File: src/rtl/ac_zone_scheduler_pkg.sv
`default_nettype none
// ============================================================================
//  Module   : ac_zone_scheduler_pkg
//  Purpose  : Shared constants for the AC zone scheduler: AC mode encodings
//             (common with the AC controller), default setpoint clamp limits,
//             scheduler FSM state encodings and small helper functions.
//  Ports    : none (package)
//  Revision : 1.0  initial release
// ============================================================================
package ac_zone_scheduler_pkg;

   // AC controller mode encodings
   localparam logic [1:0] MODE_OFF       = 2'b00;
   localparam logic [1:0] MODE_AUTOMATIC = 2'b01;
   localparam logic [1:0] MODE_FAST_COOL = 2'b10;
   localparam logic [1:0] MODE_ECO       = 2'b11;

   // Default setpoint clamp window
   localparam logic [6:0] MINTEMP_DEFAULT = 7'd18;
   localparam logic [6:0] MAXTEMP_DEFAULT = 7'd26;

   // Scheduler FSM state encoding
   localparam int         c_ST_W      = 2;
   localparam logic [1:0] c_ST_IDLE   = 2'd0;
   localparam logic [1:0] c_ST_SELECT = 2'd1;
   localparam logic [1:0] c_ST_RUN    = 2'd2;
   localparam logic [1:0] c_ST_GUARD  = 2'd3;

   function automatic logic [6:0] clamp_setpoint(input logic [6:0] sp,
                                                 input logic [6:0] lo,
                                                 input logic [6:0] hi);
      if (sp < lo)      return lo;
      else if (sp > hi) return hi;
      else              return sp;
   endfunction

   // Cooling demand (temp - setpoint) to AC mode; non-positive demand is OFF.
   function automatic logic [1:0] mode_from_delta(input logic signed [7:0] d);
      if (d >= 8'sd6)      return MODE_FAST_COOL;
      else if (d >= 8'sd3) return MODE_AUTOMATIC;
      else if (d >= 8'sd1) return MODE_ECO;
      else                 return MODE_OFF;
   endfunction

endpackage
`default_nettype wire

File: src/rtl/ac_zone_scheduler_if.sv
`default_nettype none
// ============================================================================
//  Module   : ac_zone_scheduler_if
//  Purpose  : Bundles the per-zone request bus and the AC/damper outputs.
//  Signals  : zone_req[NZONES], zone_setpoint[7*NZONES], zone_temp[7*NZONES]
//             (zone side -> scheduler); ac_mode[2], ac_setpoint[7],
//             zone_grant[NZONES], busy (scheduler -> AC/dampers).
//  Modports : master = zone/sensor side, slave = scheduler.
//  Revision : 1.0  initial release
// ============================================================================
interface ac_zone_scheduler_if #(
   parameter int NZONES = 4
);
   logic [NZONES-1:0]   zone_req;
   logic [7*NZONES-1:0] zone_setpoint;
   logic [7*NZONES-1:0] zone_temp;
   logic [1:0]          ac_mode;
   logic [6:0]          ac_setpoint;
   logic [NZONES-1:0]   zone_grant;
   logic                busy;

   modport master (
      output zone_req, zone_setpoint, zone_temp,
      input  ac_mode, ac_setpoint, zone_grant, busy
   );

   modport slave (
      input  zone_req, zone_setpoint, zone_temp,
      output ac_mode, ac_setpoint, zone_grant, busy
   );
endinterface
`default_nettype wire

File: src/rtl/ac_zone_scheduler_rr_arbiter.sv
`default_nettype none
// ============================================================================
//  Module   : zone_rr_arbiter
//  Purpose  : Combinational round-robin pick: first asserted req at or after
//             ptr, wrapping past NZONES-1 back to zone 0.
//  Ports    : req[NZONES] in, ptr[PTR_W] in, winner[PTR_W] out, valid out
//  Revision : 1.0  initial release
// ============================================================================
module zone_rr_arbiter #(
   parameter int NZONES = 4,
   parameter int PTR_W  = 2
) (
   input  wire logic [NZONES-1:0] req,
   input  wire logic [PTR_W-1:0]  ptr,
   output logic      [PTR_W-1:0]  winner,
   output logic                   valid
);

   logic [PTR_W:0] w_idx;

   // Scan from the farthest offset down so the nearest request to ptr wins.
   always_comb begin
      valid  = 1'b0;
      winner = '0;
      w_idx  = '0;
      for (int k = NZONES - 1; k >= 0; k--) begin
         w_idx = {1'b0, ptr} + (PTR_W+1)'(k);
         if (w_idx >= (PTR_W+1)'(NZONES))
            w_idx = w_idx - (PTR_W+1)'(NZONES);
         if (req[w_idx[PTR_W-1:0]]) begin
            valid  = 1'b1;
            winner = w_idx[PTR_W-1:0];
         end
      end
   end

endmodule
`default_nettype wire

File: src/rtl/ac_zone_scheduler.sv
`default_nettype none
// ============================================================================
//  Module   : ac_zone_scheduler
//  Purpose  : Time-shares one AC unit among NZONES rooms. Zones are granted
//             round-robin for up to DWELL_CYCLES, each grant followed by
//             GUARD_CYCLES with the AC off. All outputs are registered.
//  Ports    : clk          in   system clock (rising edge)
//             reset        in   asynchronous, active-low reset
//             bus (slave)  zone_req/zone_setpoint/zone_temp in,
//                          ac_mode/ac_setpoint/zone_grant/busy out
//  Revision : 1.0  initial release
// ============================================================================
module ac_zone_scheduler
   import ac_zone_scheduler_pkg::*;
#(
   parameter int         NZONES       = 4,
   parameter int         DWELL_CYCLES = 1000,
   parameter int         GUARD_CYCLES = 100,
   parameter logic [6:0] MINTEMP      = MINTEMP_DEFAULT,
   parameter logic [6:0] MAXTEMP      = MAXTEMP_DEFAULT
) (
   input wire logic           clk,
   input wire logic           reset,
   ac_zone_scheduler_if.slave bus
);

   localparam int c_PTR_W   = (NZONES > 1) ? $clog2(NZONES) : 1;
   localparam int c_CNT_MAX = (DWELL_CYCLES > GUARD_CYCLES) ? DWELL_CYCLES : GUARD_CYCLES;
   localparam int c_CNT_W   = $clog2(c_CNT_MAX + 1);
   localparam logic [c_CNT_W-1:0] c_DWELL_LAST = c_CNT_W'(DWELL_CYCLES - 1);
   localparam logic [c_CNT_W-1:0] c_GUARD_LAST = c_CNT_W'(GUARD_CYCLES - 1);

   logic [c_ST_W-1:0]  r_state, w_state_nxt;
   logic [c_PTR_W-1:0] r_ptr, w_ptr_nxt;
   logic [c_PTR_W-1:0] r_winner, w_winner_nxt;
   logic [c_CNT_W-1:0] r_cnt, w_cnt_nxt, w_cnt_inc;
   logic [1:0]         r_mode, w_mode_nxt;
   logic [6:0]         r_sp, w_sp_nxt;
   logic [NZONES-1:0]  r_grant, w_grant_nxt;
   logic               r_busy, w_busy_nxt;

   logic [c_PTR_W-1:0] w_arb_winner;
   logic               w_arb_valid;
   logic [6:0]         w_sel_raw, w_sel_temp, w_sel_sp;
   logic signed [7:0]  w_sel_delta;
   logic               w_sel_hot;

   zone_rr_arbiter #(
      .NZONES (NZONES),
      .PTR_W  (c_PTR_W)
   ) u_arb (
      .req    (bus.zone_req),
      .ptr    (r_ptr),
      .winner (w_arb_winner),
      .valid  (w_arb_valid)
   );

   // Candidate zone's clamped setpoint and cooling demand (exact in 8 bits).
   assign w_sel_raw   = bus.zone_setpoint[7*int'(w_arb_winner) +: 7];
   assign w_sel_temp  = bus.zone_temp[7*int'(w_arb_winner) +: 7];
   assign w_sel_sp    = clamp_setpoint(w_sel_raw, MINTEMP, MAXTEMP);
   assign w_sel_delta = $signed({1'b0, w_sel_temp} - {1'b0, w_sel_sp});
   assign w_sel_hot   = (w_sel_delta > 8'sd0);
   assign w_cnt_inc   = (r_cnt == '1) ? r_cnt : r_cnt + 1'b1;

   // State register
   always_ff @(posedge clk or negedge reset) begin
      if (!reset) r_state <= c_ST_IDLE;
      else        r_state <= w_state_nxt;
   end

   // Next-state logic
   always_comb begin
      w_state_nxt = r_state;
      case (r_state)
         c_ST_IDLE:   if (|bus.zone_req) w_state_nxt = c_ST_SELECT;
         c_ST_SELECT: w_state_nxt = (w_arb_valid && w_sel_hot) ? c_ST_RUN : c_ST_IDLE;
         c_ST_RUN:    if (r_cnt == c_DWELL_LAST || !bus.zone_req[r_winner])
                         w_state_nxt = c_ST_GUARD;
         c_ST_GUARD:  if (r_cnt == c_GUARD_LAST) w_state_nxt = c_ST_IDLE;
         default:     w_state_nxt = c_ST_IDLE;
      endcase
   end

   // Output/datapath logic: values the registers take at the next edge.
   always_comb begin
      w_mode_nxt   = MODE_OFF;
      w_grant_nxt  = '0;
      w_sp_nxt     = r_sp;
      w_ptr_nxt    = r_ptr;
      w_winner_nxt = r_winner;
      w_cnt_nxt    = '0;
      w_busy_nxt   = (w_state_nxt != c_ST_IDLE);
      case (r_state)
         c_ST_SELECT: begin
            // The pointer advances past the winner even when it is skipped.
            if (w_arb_valid) begin
               w_ptr_nxt    = (w_arb_winner == c_PTR_W'(NZONES - 1)) ? '0 : w_arb_winner + 1'b1;
               w_winner_nxt = w_arb_winner;
            end
            if (w_state_nxt == c_ST_RUN) begin
               w_mode_nxt  = mode_from_delta(w_sel_delta);
               w_sp_nxt    = w_sel_sp;
               w_grant_nxt = NZONES'(1) << w_arb_winner;
            end
         end
         c_ST_RUN: begin
            if (w_state_nxt == c_ST_RUN) begin
               w_mode_nxt  = r_mode;
               w_grant_nxt = r_grant;
               w_cnt_nxt   = w_cnt_inc;
            end
         end
         c_ST_GUARD: begin
            if (w_state_nxt == c_ST_GUARD) w_cnt_nxt = w_cnt_inc;
         end
         default: ;
      endcase
   end

   // Output and datapath registers
   always_ff @(posedge clk or negedge reset) begin
      if (!reset) begin
         r_ptr    <= '0;
         r_winner <= '0;
         r_cnt    <= '0;
         r_mode   <= MODE_OFF;
         r_sp     <= MINTEMP;
         r_grant  <= '0;
         r_busy   <= 1'b0;
      end else begin
         r_ptr    <= w_ptr_nxt;
         r_winner <= w_winner_nxt;
         r_cnt    <= w_cnt_nxt;
         r_mode   <= w_mode_nxt;
         r_sp     <= w_sp_nxt;
         r_grant  <= w_grant_nxt;
         r_busy   <= w_busy_nxt;
      end
   end

   assign bus.ac_mode     = r_mode;
   assign bus.ac_setpoint = r_sp;
   assign bus.zone_grant  = r_grant;
   assign bus.busy        = r_busy;

endmodule
`default_nettype wire

File: src/flat_wrapper.sv
// flat-port wrapper written by rule: the top's interface ports become plain ports
module ac_zone_scheduler_flat import ac_zone_scheduler_pkg::*;
#(
   parameter int         NZONES       = 4,
   parameter int         DWELL_CYCLES = 1000,
   parameter int         GUARD_CYCLES = 100,
   parameter logic [6:0] MINTEMP      = MINTEMP_DEFAULT,
   parameter logic [6:0] MAXTEMP      = MAXTEMP_DEFAULT
)
  (clk, reset, bus_zone_req, bus_zone_setpoint, bus_zone_temp, bus_ac_mode, bus_ac_setpoint, bus_zone_grant, bus_busy);
  ac_zone_scheduler_if #(.NZONES(NZONES)) bus_i ();
  input wire logic clk;
  input wire logic reset;
  input wire logic [$bits(bus_i.zone_req)-1:0] bus_zone_req;
  input wire logic [$bits(bus_i.zone_setpoint)-1:0] bus_zone_setpoint;
  input wire logic [$bits(bus_i.zone_temp)-1:0] bus_zone_temp;
  output wire logic [$bits(bus_i.ac_mode)-1:0] bus_ac_mode;
  output wire logic [$bits(bus_i.ac_setpoint)-1:0] bus_ac_setpoint;
  output wire logic [$bits(bus_i.zone_grant)-1:0] bus_zone_grant;
  output wire logic [$bits(bus_i.busy)-1:0] bus_busy;
  assign bus_i.zone_req = bus_zone_req;
  assign bus_i.zone_setpoint = bus_zone_setpoint;
  assign bus_i.zone_temp = bus_zone_temp;
  assign bus_ac_mode = bus_i.ac_mode;
  assign bus_ac_setpoint = bus_i.ac_setpoint;
  assign bus_zone_grant = bus_i.zone_grant;
  assign bus_busy = bus_i.busy;
  ac_zone_scheduler #(.NZONES(NZONES), .DWELL_CYCLES(DWELL_CYCLES), .GUARD_CYCLES(GUARD_CYCLES), .MINTEMP(MINTEMP), .MAXTEMP(MAXTEMP)) u_core (.clk(clk), .reset(reset), .bus(bus_i));
endmodule
File: config.mk
export PLATFORM = sky130hd
export DESIGN_NAME = ac_zone_scheduler_flat
export DESIGN_NICKNAME = d
export VERILOG_FILES = /design/src/rtl/ac_zone_scheduler_pkg.sv /design/src/rtl/ac_zone_scheduler_if.sv /design/src/rtl/ac_zone_scheduler_rr_arbiter.sv /design/src/rtl/ac_zone_scheduler.sv /design/src/flat_wrapper.sv
export SDC_FILE = /design/constraint.sdc
export NUM_CORES = 1
export LEC_CHECK = 0
export ABC_AREA = 1
export CAP_MARGIN = 20
export CORE_MARGIN = 8
export CORE_UTILIZATION = 40
export DETAILED_ROUTE_END_ITERATION = 8
export GPL_TIMING_DRIVEN = 0
export PLACE_DENSITY = 0.69
export SLEW_MARGIN = 20
export SYNTH_ARGS = -nofsm -noshare
export SYNTH_HDL_FRONTEND = slang
export SYNTH_HIERARCHICAL = 1
export SYNTH_SLANG_ARGS = --single-unit
File: constraint.sdc
create_clock -name clk -period 6.4 [get_ports clk]
set_input_delay 1.28 -clock clk [delete_from_list [all_inputs] [get_ports clk]]
set_output_delay 1.28 -clock clk [all_outputs]
set_load 0.05 [all_outputs]
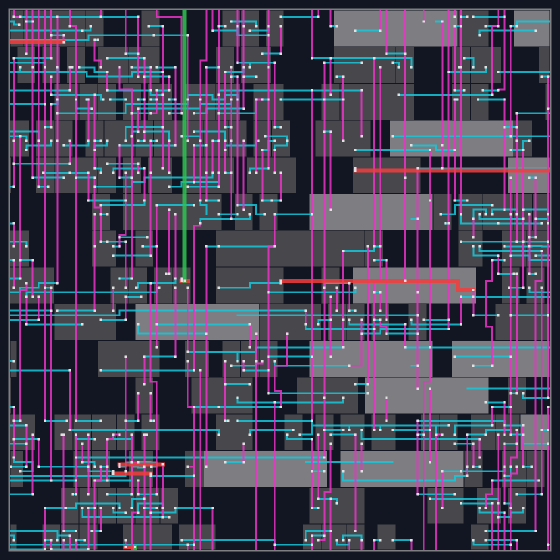
*A small window of the routed layout, run 1*
Window x 28 to 68, y 28 to 68 um. Cells in gray, sequential cells in the stronger gray; small squares are vias.
layer	color
metal 2	magenta
metal 1	cyan
metal 4	green
metal 3	red
cells with their middle in the window	148
sequential cells in the window	10
most frequent	nand2_1 (46), inv_1 (21), nand3_1 (11)
netlist names of flops here include	`u_core/bus.zone_grant` (4), `u_core/r_ptr` (2), `u_core/r_winner` (2)

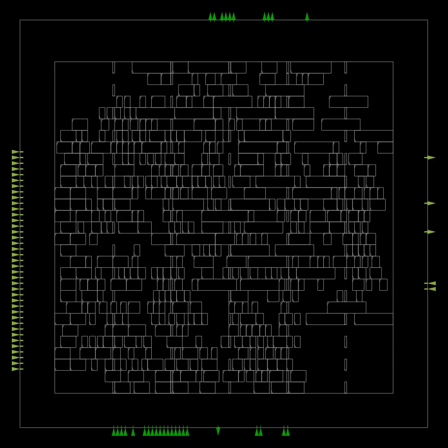
*Placed standard cells, run 1*
Core Rows: 29
Seq cells: 30
filler instances: 619
final core occ: 56.4%

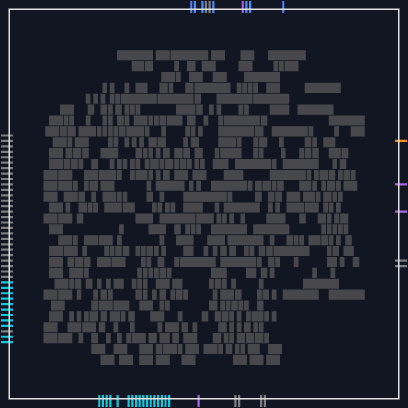
*I/O pins on the die edge, run 1*
Scale: 4 px per um. Pins as bars across the die edge, other pins in gray.
port	color	pins	direction	edge
`bus_zone_setpoint`	cyan	28	input	17 bottom, 11 left
`bus_zone_grant`	purple	4	output	2 right, 1 top, 1 bottom
`bus_ac_setpoint`	blue	7	output	top
`bus_busy`	orange	1	output	right
all pins by edge	39 left, 22 bottom, 10 top, 5 right

==> impl_metrics.toml, run 1 <==
# generated from flow reports
[status]
status = "completed"

[clocking]
ctsHoldBuffers = 0
h-tree-depth = 2

[cells_and_area]
areaGrowthSynthToFinish_pct = 36.4
nets = 563

[critical_path]
end_kind = "register"
cp_top_family = "simple AND/OR/NAND/NOR gates"
critical_path_class = "in2reg"
cp_data_arrival_time_ps = 5200

[hold_path]
min-delay-start = "u_core/bus.ac_setpoint[4]"
holdCritPathClass = "reg2reg"
min_to = "u_core/bus.ac_setpoint[4]"

[die]
io_pins = 76
initCoreUtil_pct = 41.3

[yosys]
async_flop_share_pct = 100
ys_area_sq_um = 2620

[timing]
tightest_slew_ps = 655
skew_ps = 5.50

[global_route]
grt_util_all_layers_pct = 16.1

[routing]
vias = 2830

[job]
warning_count = 29
[run 1: per-stage QoR]
stage,hold slack [ps],worst slack (ps),power (mW),instances
finish,449,1360,0.549,566
global route,489,856,0.589,566
CTS,453,1350,0.556,566
detailed placement,440,1070,0.366,558
global placement,440,1100,0.365,558
floorplan,474,2030,0.301,406
[run 1: where the power goes]
part / total (mW) / switching (mW) / internal (mW) / leakage [nW]
Sequential: 0.190 / 0 / 0.190 / 0.372
Combinational: 0.174 / 0.0950 / 0.0791 / 1.39
Clock: 0.185 / 0.0704 / 0.114 / 0.0579
Total: 0.549 / 0.165 / 0.383 / 1.82
[run 1: cells in the mapped netlist, types with 2 or more instances]
master,instances,share of area [%]
o31ai_1,3,0.86
conb_1,2,0.29
o21ai_2,3,1.0
dfstp_2,2,2.0
nand2_2,14,3.3
a21oi_1,9,1.7
o21ai_1,2,0.38
o21ai_0,23,4.4
inv_2,7,1.0
xor2_1,4,1.3
clkbuf_1,3,0.43
buf_2,2,0.38
ha_1,12,5.7
nand3_1,34,6.5
buf_6,2,0.86
nand4_1,10,2.4
dfrtp_1,28,27
nand3_2,3,1.1
nand2_1,113,16
nor2_1,44,6.3
inv_1,52,7.4
o22ai_1,6,1.4
nor3_1,6,1.1
o21a_1,3,0.86
[run 1: registers in the layout, indices dropped and copies added, names as in the netlist]
| signal | flops |
|---|---|
| u_core/bus.busy | 1 |
| u_core/bus.ac_setpoint | 7 |
| u_core/bus.zone_grant | 4 |
| u_core/r_state | 2 |
| u_core/r_winner | 2 |
| u_core/r_ptr | 2 |
| u_core/r_cnt | 10 |
| u_core/bus.ac_mode | 2 |
[run 1: layer usage]
metal / part of all wire, % / track usage [%] / up-vias / wire [um]
li1: - / - / 1457 / -
met1: 40 / 16.2 / 1293 / 2910
met2: 52 / 30.5 / 74 / 3720
met3: 7.1 / 5.55 / 6 / 511
met4: 1.0 / 3.91 / 0 / 72
met5: 0 / 0 / - / 0
[run 1: final cells by class]
cell class | instances | area (sq um) | share of cell area (%)
clock inverters | 3 | 40.0 | 1.12
clock buffers | 5 | 68.8 | 1.92
flip-flops and latches | 30 | 753 | 21.0
inverters | 61 | 231 | 6.47
plain buffers | 10 | 70.1 | 1.96
well taps | 77 | 96.3 | 2.69
repair buffers | 75 | 746 | 20.8
multi-input cells | 305 | 1570 | 44.0
[run 1: worst min-delay path: cells and delay by family (launching register included)]
family | cells | cell delay (ps)
buf+inv | 1 | 40
flops | 1 | 370
simple gates | 1 | 40
[run 1: cell families after synthesis]
group | count (synthesis) | synth area share, %
xor+xnor | 5 | 1.67
flops | 30 | 28.7
buf+inv | 71 | 11.5
other cells | 2 | 0.286
mux | 2 | 0.811
compound gates | 54 | 12.4
fa+ha+maj | 13 | 6.49
simple gates | 228 | 38.2
[run 1: placed cells by master (no fill, tap or decap), types with 7 or more instances in the layout]
master           instances
ha_1                    12
inv_1                   52
a21oi_1                  9
nor2_1                  44
o21ai_0                 23
nand4_1                 10
clkdlybuf4s50_1         74
nand2_2                 14
dfrtp_1                 28
inv_2                    7
nand3_1                 34
nand2_1                113
==> inputs of run 2 (changes only) <==
==> constraint.sdc (replaced) <==
create_clock -name clk -period 4.96 [get_ports clk]
set_input_delay 0.992 -clock clk [delete_from_list [all_inputs] [get_ports clk]]
set_output_delay 0.992 -clock clk [all_outputs]
set_load 0.05 [all_outputs]
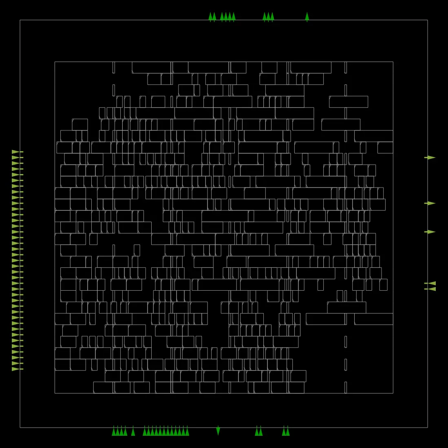
*Placed standard cells, run 2*
Seq area share: 20.6%
fin cells: 569
tap cells: 77
final core occ: 57.7%

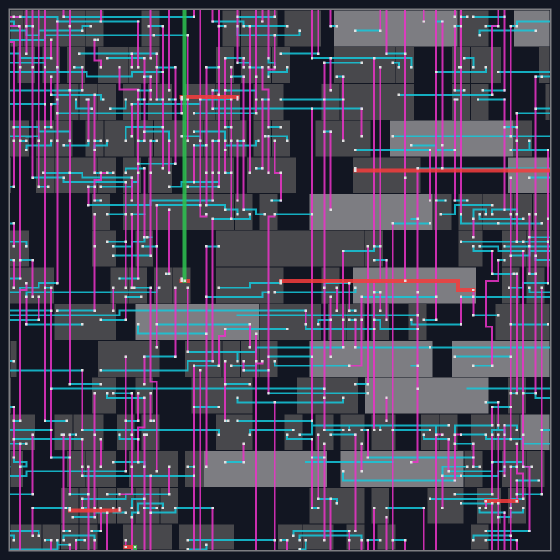
*A small window of the routed layout, run 2*
Window x 28 to 68, y 28 to 68 um. Cells in gray, sequential cells in the stronger gray; small squares are vias.
layer	color
metal 3	red
metal 1	cyan
metal 2	magenta
metal 4	green
netlist names of flops here include	`u_core/bus.zone_grant` (4), `u_core/r_ptr` (2), `u_core/r_winner` (2)
sequential cells in the window	10
most frequent	nand2_1 (45), inv_1 (21)
cells with their middle in the window	151

==> impl_metrics.toml, run 2 <==
# generated from flow reports
[status]
status = "completed"

[cells_and_area]
final_cell_mix = "111 x nand2_1, 74 x clkdlybuf4s50_1, 52 x inv_1, 42 x nor2_1, 30 x nand3_1"
top_register = "u_core/r_cnt"
nets = 566
lay_top_count = "nand2_1"
areaGrowthSynthToFinish_pct = 39.7
largest_reg_flops = 10

[critical_path]
cp_data_arrival_time_ps = 4740
end_kind = "register"
cp_data_required_time_ps = 5130

[timing]
setup_ws_ps = 383
fin_hold_ws_ps = 449
tightest_slew_ps = 654
skew_ps = 4.31

[die]
row_count = 29
initCoreUtil_pct = 41.3

[yosys]
synthTopCellsByArea = "dfrtp_1 27%, nand2_1 16%, inv_1 7.4%"
ys_area_sq_um = 2620
top_area_share_pct = 26.7
async_flop_share_pct = 100
yosysMostFrequentCell = "nand2_1"

[clocking]
h-tree-depth = 2
ctsHoldBuffers = 0

[job]
warning_count = 29

[place]
dp.cells = 558
preCtsSetupSlack_ps = -85.0

[routing]
vias = 2834

[global_route]
grt_util_all_layers_pct = 16.1

[hold_path]
holdCritPathClass = "reg2reg"
run 2: cell counts after synthesis:
No cell type changed its count.
run 2: power by group:
part	internal [mW]	switching, mW	total, mW
logic	0.109	0.126	0.235
registers	0.245	0	0.245
clock network	0.148	0.0918	0.239
total	0.501	0.218	0.719
run 2: worst paths after layout:
path / start / slack (ps) / endpoint / depth (start not counted)
max: bus_zone_req[3] / 380 / u_core/bus.ac_setpoint[0] / 29
min: u_core/bus.ac_setpoint[4] / 450 / u_core/bus.ac_setpoint[4] / 2
max reg2reg: u_core/r_ptr[0] / 1110 / u_core/bus.ac_setpoint[0] / 30
min reg2reg: u_core/bus.ac_setpoint[4] / 450 / u_core/bus.ac_setpoint[4] / 2
max in group asynchronous: reset / 3790 / u_core/bus.ac_mode[0] / 1
min in group asynchronous: reset / 740 / u_core/r_cnt[3] / 1
run 2: metal layers:
layer  part of all wire (%)  GRT usage (%)  vias up
met3                    6.5           5.55        6
met1                     41           16.2     1298
met2                     52           30.5       68
met5                      0              0        -
li1                       -              -     1462
met4                   0.99           3.91        0
run 2: area by class of cell:
class	instances	area (sq um)
fillers	609	2690
clock buffers	5	68.8
inverters	61	231
plain buffers	10	82.6
multi-input cells	305	1620
clock inverters	3	40.0
flip-flops and latches	30	753
well taps	77	96.3
repair buffers	78	768
run 2: kinds of logic after synthesis:
logic type               count (synthesis)  synth area share, %
XOR/XNOR                                 5                 1.67
multiplexers                             2                0.811
AND-OR/OR-AND                           54                 12.4
buffers and inverters                   71                 11.5
AND/OR/NAND/NOR                        228                 38.2
other                                    2                0.286
adder cells (fa/ha/maj)                 13                 6.49
flip-flops                              30                 28.7
run 2: critical path, delay by kind of cell:
family	cells	cell delay, ps
and+or+nand+nor	18	1590
buffers and inverters	6	1060
AOI/OAI and AO/OA	3	510
adders and majority gates	2	580
run 2: repair_timing:
| item | 4_1_cts | 5_1_grt |
|---|---|---|
| setup buffers | 0 | 3 |
| hold endpoints to repair | 0 | 0 |
| resized | 0 | 17 |
| endpoints found under the setup margin | 0 | 15 |
==> inputs of run 3 (changes only) <==
--- a/config.mk
+++ b/config.mk
@@ -12,6 +12,8 @@
 export DETAILED_ROUTE_END_ITERATION = 8
 export GPL_TIMING_DRIVEN = 0
 export PLACE_DENSITY = 0.69
+export REMOVE_ABC_BUFFERS = 1
+export SKIP_LAST_GASP = 1
 export SLEW_MARGIN = 20
 export SYNTH_ARGS = -nofsm -noshare
 export SYNTH_HDL_FRONTEND = slang
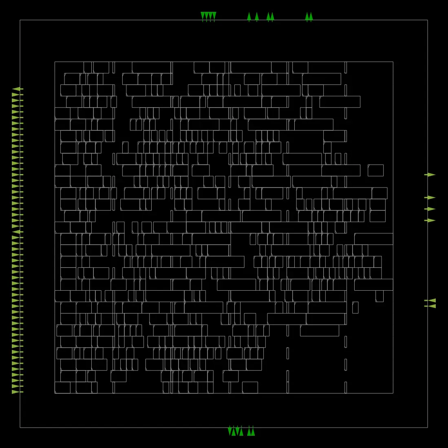
*Placed standard cells, run 3*
fin cells: 565
core area: 6350 sq um

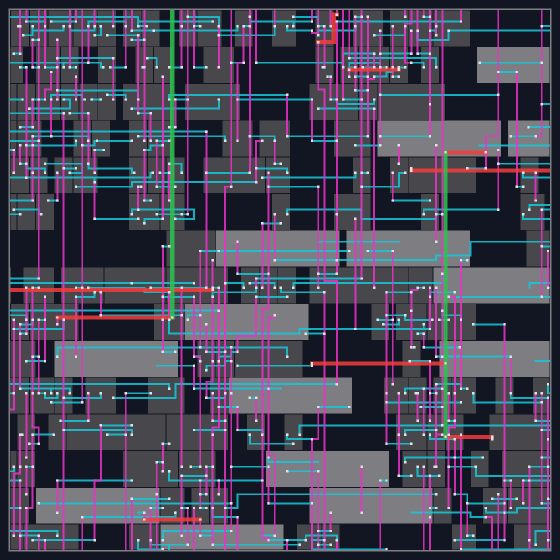
*A small window of the routed layout, run 3*
Window x 28 to 68, y 28 to 68 um. Cells in gray, sequential cells in the stronger gray; small squares are vias.
layer	color
metal 2	magenta
metal 1	cyan
metal 3	red
metal 4	green
sequential cells in the window	13
most frequent	nand2_1 (39), inv_1 (19), nand3_1 (15)
netlist names of flops here include	`u_core/bus.zone_grant` (4), `u_core/r_ptr` (2), `u_core/r_state` (2)
cells with their middle in the window	144

==> impl_metrics.toml, run 3 <==
# generated from flow reports
[yosys]
async_flop_share_pct = 100
top_area_share_pct = 26.7
ys_area_sq_um = 2620
ys_cells = 405
yosysMostFrequentCell = "nand2_1"

[critical_path]
end_kind = "register"
regToRegEndpoint = "u_core/bus.ac_setpoint[0]"
cp_top_family = "simple AND/OR/NAND/NOR gates"
cp_data_arrival_time_ps = 4880
r2r_cells = 28
worst-path-buf-inv = 6
r2r_setup_slack_ps = 860

[place]
dp.cells = 548

[routing]
vias = 2773

[cells_and_area]
post-route-util_pct = 57.8
final_cell_mix = "111 x nand2_1, 74 x clkdlybuf4s50_1, 52 x inv_1, 41 x nor2_1, 30 x nand3_1"
lay_top_count = "nand2_1"
top_register = "u_core/r_cnt"

[die]
row_count = 29
initCoreUtil_pct = 41.3

[job]
warning_count = 28

[status]
status = "completed"

[hold_path]
min_to = "u_core/bus.ac_setpoint[4]"
holdCritPathClass = "reg2reg"
min-delay-start = "u_core/bus.ac_setpoint[4]"

[clocking]
cts_sinks = 30
clock-root-buffer = "clkbuf_8"
h-tree-depth = 2

[timing]
skew_ps = 6.04
fin_hold_ws_ps = 462

[global_route]
grt_util_all_layers_pct = 15.1
run 3: metrics by stage:
step | power, mW | worst slack (ps) | cell area (sq um)
after floorplan | 0.385 | 238 | 2560
after global placement | 0.464 | -1220 | 3400
after detailed placement | 0.465 | -1240 | 3400
after CTS | 0.678 | 24.7 | 3560
after global routing | 0.726 | -9.82 | 3670
final | 0.680 | 245 | 3670
run 3: kinds of logic (layout without fill, tap and decap cells):
logic type | count (synthesis) | in the layout | synth area share [%]
AND-OR/OR-AND | 54 | 54 | 12.4
XOR/XNOR | 5 | 5 | 1.67
adder cells (fa/ha/maj) | 13 | 13 | 6.49
buffers and inverters | 71 | 152 | 11.5
flip-flops | 30 | 30 | 28.7
multiplexers | 2 | 2 | 0.811
other | 2 | 3 | 0.286
AND/OR/NAND/NOR | 228 | 229 | 38.2
run 3: worst max path at each step:
stage | start | end | slack [ps] | depth (start not counted)
detailed placement | bus_zone_req[0] | u_core/bus.ac_setpoint[0] | -1240 | 31
global route | bus_zone_req[3] | u_core/bus.ac_setpoint[0] | -10 | 31
global placement | bus_zone_req[2] | u_core/bus.ac_mode[1] | -1220 | 30
floorplan | bus_zone_req[1] | u_core/bus.ac_mode[1] | 240 | 29
finish | bus_zone_req[3] | u_core/bus.ac_setpoint[0] | 240 | 31
CTS | bus_zone_req[2] | u_core/bus.ac_setpoint[0] | 20 | 33
run 3: report_power, final:
group	internal (mW)	leakage, nW	total [mW]	switching, mW
clock network	0.112	0.0482	0.202	0.0902
logic	0.109	1.43	0.234	0.125
registers	0.245	0.372	0.245	0
run 3: worst reg2reg max path, delay by kind of cell (launching register included):
kind / cells / cell delay, ps
AOI/OAI and AO/OA: 2 / 320
buffers and inverters: 4 / 390
adders and majority gates: 2 / 620
and+or+nand+nor: 20 / 2070
DFF: 1 / 620
run 3: metal layers:
metal / vias up / track usage, % / part of all wire, %
li1: 1457 / - / -
met1: 1226 / 17.4 / 44
met2: 83 / 25.2 / 46
met3: 7 / 6.19 / 8.6
met4: 0 / 3.67 / 1.0
met5: - / 0 / 0
run 3: area by class of cell:
class / count / area [sq um]
Clock buffer: 7 / 86.3
Clock inverter: 1 / 5.00
Fill cell: 615 / 2680
Inverter: 61 / 244
Multi-Input combinational cell: 306 / 1670
Sequential cell: 30 / 753
Tap cell: 77 / 96.3
Timing Repair Buffer: 83 / 810
run 3: repair_timing:
action	CTS	global route
setup buffers	1	7
cloned	1	0
hold buffers	0	0
setup endpoints to repair	15	15
gates resized	11	13
pin swaps	1	6
Power and IR drop assume default switching activity.
